--- src/rtl/stall_ctrl.sv ---
// -----------------------------------------------------------------------------
// stall_ctrl
// Hazard/stall controller for the F/D and D/E pipeline registers. It compares
// when D needs its operands (Tuse) with when results in E/M become
// forwardable (Tnew). It also tracks a multi-cycle mult/div unit with a busy
// down-counter. The result is one stall decision per cycle: freeze PC and F/D,
// and flush D/E (insert a bubble).
//
// Parameters:
//   MULT_CYCLES  busy cycles after a mult/multu start (1..15)
//   DIV_CYCLES   busy cycles after a div/divu start  (1..15)
//
// Ports:
//   clk, reset          clock, synchronous active-high reset
//   D_rs_addr/D_rt_addr source register indices of the instruction in D
//   D_tuse_rs/D_tuse_rt cycles until D needs rs/rt (3 = never)
//   D_is_md             D instruction uses the mult/div unit
//   E_A3/E_tnew         destination and Tnew of the instruction in E
//   M_A3/M_tnew         destination and Tnew of the instruction in M
//   E_md_start          mult/div start pulse from E
//   E_md_type           0 = mult/multu, 1 = div/divu
//   PC_WE, D_WE         PC and F/D write enables (low while stalling)
//   E_Flush             D/E flush (high while stalling)
//   md_busy             mult/div unit busy
//   stall               stall decision (debug)
//
// Optional build macro STALL_STATS_EN adds the following 32-bit saturating
// counters:
//   stall_cnt           edges with stall = 1
//   md_stall_cnt        edges with a mult/div-caused stall
// -----------------------------------------------------------------------------
module stall_ctrl #(
    parameter int MULT_CYCLES = 5,
    parameter int DIV_CYCLES  = 10
) (
    input  logic        clk,
    input  logic        reset,
    input  logic [4:0]  D_rs_addr,
    input  logic [4:0]  D_rt_addr,
    input  logic [1:0]  D_tuse_rs,
    input  logic [1:0]  D_tuse_rt,
    input  logic        D_is_md,
    input  logic [4:0]  E_A3,
    input  logic [1:0]  E_tnew,
    input  logic [4:0]  M_A3,
    input  logic [1:0]  M_tnew,
    input  logic        E_md_start,
    input  logic        E_md_type,
    output logic        PC_WE,
    output logic        D_WE,
    output logic        E_Flush,
    output logic        md_busy,
    output logic        stall
`ifdef STALL_STATS_EN
    ,
    output logic [31:0] stall_cnt,
    output logic [31:0] md_stall_cnt
`endif
);

    logic [3:0] cnt_q, cnt_d;
    logic       stall_rs, stall_rt, stall_md;

    // A destination of $0 can never match, because a nonzero source address is required.
    always_comb begin
        stall_rs = (D_rs_addr != 5'd0) &&
                   (((E_A3 == D_rs_addr) && (E_tnew > D_tuse_rs)) ||
                    ((M_A3 == D_rs_addr) && (M_tnew > D_tuse_rs)));
        stall_rt = (D_rt_addr != 5'd0) &&
                   (((E_A3 == D_rt_addr) && (E_tnew > D_tuse_rt)) ||
                    ((M_A3 == D_rt_addr) && (M_tnew > D_tuse_rt)));
        stall_md = D_is_md && (md_busy || E_md_start);
        stall    = stall_rs || stall_rt || stall_md;
        PC_WE    = ~stall;
        D_WE     = ~stall;
        E_Flush  = stall;
    end

    assign md_busy = (cnt_q != 4'd0);

    // A start loads the counter even when it arrives with a stall, because the
    // flush only affects the next instruction in E. A start that arrives while the
    // unit is already busy is dropped.
    always_comb begin
        cnt_d = cnt_q;
        if (E_md_start && (cnt_q == 4'd0))
            cnt_d = E_md_type ? 4'(DIV_CYCLES) : 4'(MULT_CYCLES);
        else if (cnt_q != 4'd0)
            cnt_d = cnt_q - 4'd1;
    end

    always_ff @(posedge clk) begin
        if (reset)
            cnt_q <= 4'd0;
        else
            cnt_q <= cnt_d;
    end

`ifdef STALL_STATS_EN
    logic [31:0] stall_cnt_q, stall_cnt_d;
    logic [31:0] md_stall_cnt_q, md_stall_cnt_d;

    always_comb begin
        stall_cnt_d    = stall_cnt_q;
        md_stall_cnt_d = md_stall_cnt_q;
        if (stall && (stall_cnt_q != 32'hFFFF_FFFF))
            stall_cnt_d = stall_cnt_q + 32'd1;
        if (stall_md && (md_stall_cnt_q != 32'hFFFF_FFFF))
            md_stall_cnt_d = md_stall_cnt_q + 32'd1;
    end

    always_ff @(posedge clk) begin
        if (reset) begin
            stall_cnt_q    <= 32'd0;
            md_stall_cnt_q <= 32'd0;
        end else begin
            stall_cnt_q    <= stall_cnt_d;
            md_stall_cnt_q <= md_stall_cnt_d;
        end
    end

    assign stall_cnt    = stall_cnt_q;
    assign md_stall_cnt = md_stall_cnt_q;
`endif

endmodule

--- config.mk ---
export PLATFORM = sky130hd
export DESIGN_NAME = stall_ctrl
export DESIGN_NICKNAME = d
export VERILOG_FILES = /design/src/rtl/stall_ctrl.sv
export SDC_FILE = /design/constraint.sdc
export NUM_CORES = 1
export LEC_CHECK = 0
export CAP_MARGIN = 20
export CELL_PAD_IN_SITES_DETAIL_PLACEMENT = 0
export CELL_PAD_IN_SITES_GLOBAL_PLACEMENT = 1
export CORE_UTILIZATION = 25
export DETAILED_ROUTE_END_ITERATION = 8
export PLACE_DENSITY_LB_ADDON = 0.1
export SLEW_MARGIN = 25
export SYNTH_ARGS = -nofsm -noshare
export SYNTH_HDL_FRONTEND = slang
export SYNTH_SLANG_ARGS = --single-unit
--- constraint.sdc ---
create_clock -name clk -period 2.8 [get_ports clk]
set_clock_uncertainty 0.2 [all_clocks]
set_input_delay 0.56 -clock clk [delete_from_list [all_inputs] [get_ports clk]]
set_output_delay 0.56 -clock clk [all_outputs]
set_load 0.02 [all_outputs]
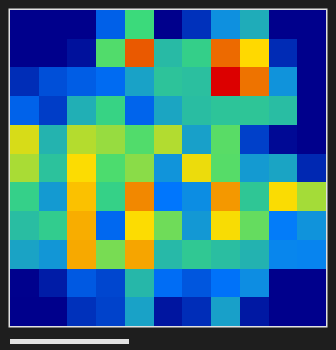
(images/route_heat.png)
The bar under the picture is 20 microns long. The die is cut into 11 by 11 equal tiles; dark blue is low, red is high, scaled to the fullest tile. Values are wire area over tile area, all layers added.
nearly empty tiles: 17%
mean over tiles: 0.10
fullest tile: 0.29
emptiest ninth of the die: upper left

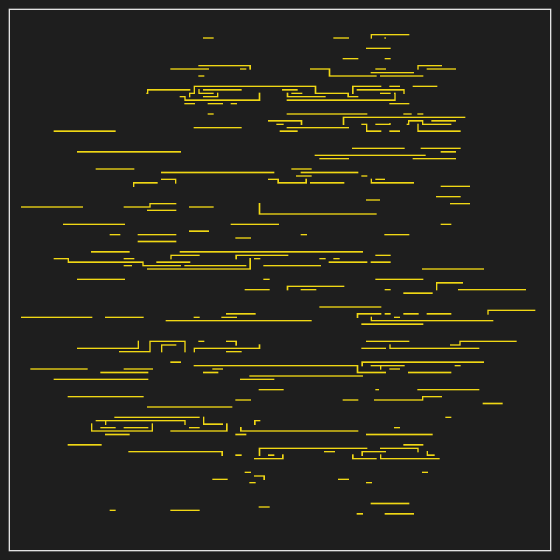
(images/m1.png)
longest straight run: 17.9 microns
nets with wire on the layer: 147
wire length on this layer: 794 microns

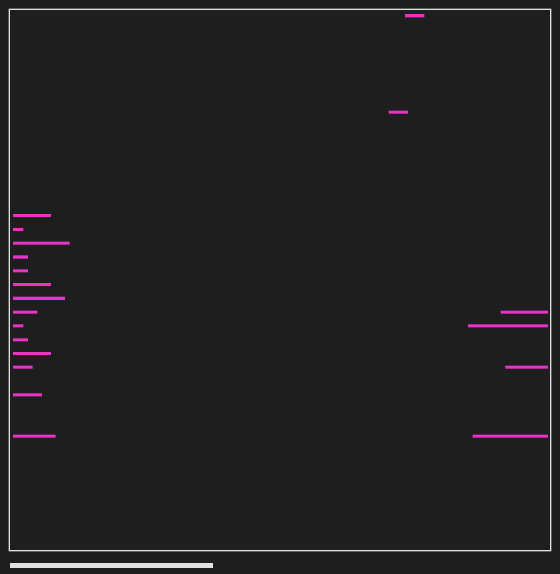
(images/m3.png)
The bar under the picture is 20 microns long.
longest straight run: 7.60 microns
wire length on this layer: 61.6 microns
main direction: horizontal
nets with wire on the layer: 19
share of all routed wire: 3.3%

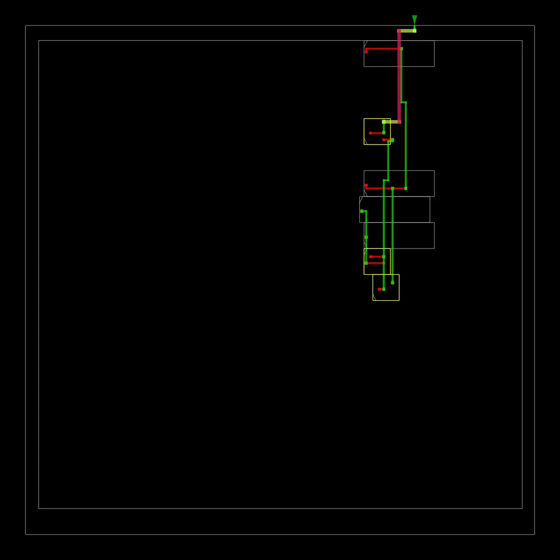
(images/clock_nets.png)
Num Clock Sinks: 4
clock-net power: 0.0710 mW

==> deck_impl_summary.md <==
Flow Results at a Glance

Routing
  – Top Layer Used: met4
  – DR iter-0 viols: 8
  – Met2 WL: 1016 microns
  – Vias/cell: 4.559
  – Antenna violation net count after detailed routing: 0
  – Total vias in the final route: 734

Power and ir drop
  – P_leak: 0.5572 nW
  – Register share of total power: 0.189
  – Power per Cell Area: 417.0 mW/mm^2

Synthesis
  – Syn Std Cell Area: 656.9 sq um
  – Yosys stat chip area: 656.9 sq um
  – Post-Synth Simple-Gate Area: 0.1619
  – Biggest area cells: xnor2_1 20%, ha_1 19%, dfxtp_1 12%, xor2_1 9.3%, a211oi_1 5.7%
  – Post-synth seq share: 0.1219
  – Biggest combinational cell group after synthesis: XOR/XNOR gates
  – Fa+ha+maj area frac: 0.1905
  – Yosys top cell by area: xnor2_1
  – Aoi/oai-family share of the synthesized area: 0.1524
  – Mux share: 0

Placement
  – DP HPWL: 1568 microns
  – GP Congestion: 0.6910
  – Port Buffers: 37
  – Place WS: -784.0 ps

Clock tree
  – CTS tree: built
  – Clock Tree Root: clkbuf_4

Final layout
  – Fraction of layout cells with a size suffix above 1: 0.3359
  – Number of sequential cells: 4
  – Most common logic cell in the routed design: xnor2_1
  – Biggest register: cnt_q

Die
  – Die height: 53.26 microns
  – Die area: 0.002837 sq mm
  – Core area: 0.002477 sq mm

Global routing
  – Global Route Usage Sum: 0.1402

Status
  – Outcome: complete, no violations

Critical path
  – CP Cell Sequence: dlygate4sd2_1 -> ha_1 -> a2111oi_4 -> o22ai_2 -> and3_4 -> buf_6
  – Worst Path Buf+Inv: 2
  – Capturing element type of the critical path: output port

Flow run
  – Tool Warnings: 27
==> stage by stage <==
step           TNS, ps    util  power [mW]  hold WS (ps)  area, sq um
2_1_floorplan        0       -      0.2877         298.8        656.9
3_3_place_gp     -2939  0.4510      0.4339         349.1         1117
3_5_place_dp     -2990  0.4510      0.4352         356.3         1117
4_1_cts              0  0.4914      0.5168         361.9         1217
5_1_grt              0  0.5005      0.5629         392.2         1240
6_report             0  0.5005      0.5171         365.6         1240
==> synthesized netlist by cell type <==
cell and count:
xnor2_1 15, ha_1 10, inv_1 10, xor2_1 7
a211oi_1 5, a21oi_1 5, dfxtp_1 4, nand2_1 4
nand4_1 3, nor2_1 3, nor4_1 3, buf_4 2
nand3_1 2, o21ai_0 2, o22ai_1 2, or4_1 2
a2111oi_2 1, and3_1 1, nor2b_1 1, nor3_1 1
==> worst paths after layout <==
kind	cells after the start	to	slack [ps]	start
min reg2reg	2	cnt_q[0]$_SDFFE_PP0P_	370	cnt_q[0]$_SDFFE_PP0P_
max	6	PC_WE	60	D_tuse_rs[0]
min	2	cnt_q[0]$_SDFFE_PP0P_	370	cnt_q[0]$_SDFFE_PP0P_
max reg2reg	7	cnt_q[0]$_SDFFE_PP0P_	1220	cnt_q[0]$_SDFFE_PP0P_
==> power by group through the flow <==
stage / sequential [mW] / combinational [mW] / clock (mW)
after floorplan: 0.0939 / 0.194 / 0
after global placement: 0.0970 / 0.337 / 0
after detailed placement: 0.0976 / 0.338 / 0
after CTS: 0.0966 / 0.347 / 0.0733
after global routing: 0.103 / 0.385 / 0.0747
final: 0.0976 / 0.349 / 0.0710
==> layer usage <==
metal  global-route usage  vias to the layer above
met5                    0                        -
li1                     -                      391
met3                    0                        2
met2               0.2667                       20
met4              0.02632                        0
met1               0.1740                      321
Power is estimated from default activity; no workload was simulated.
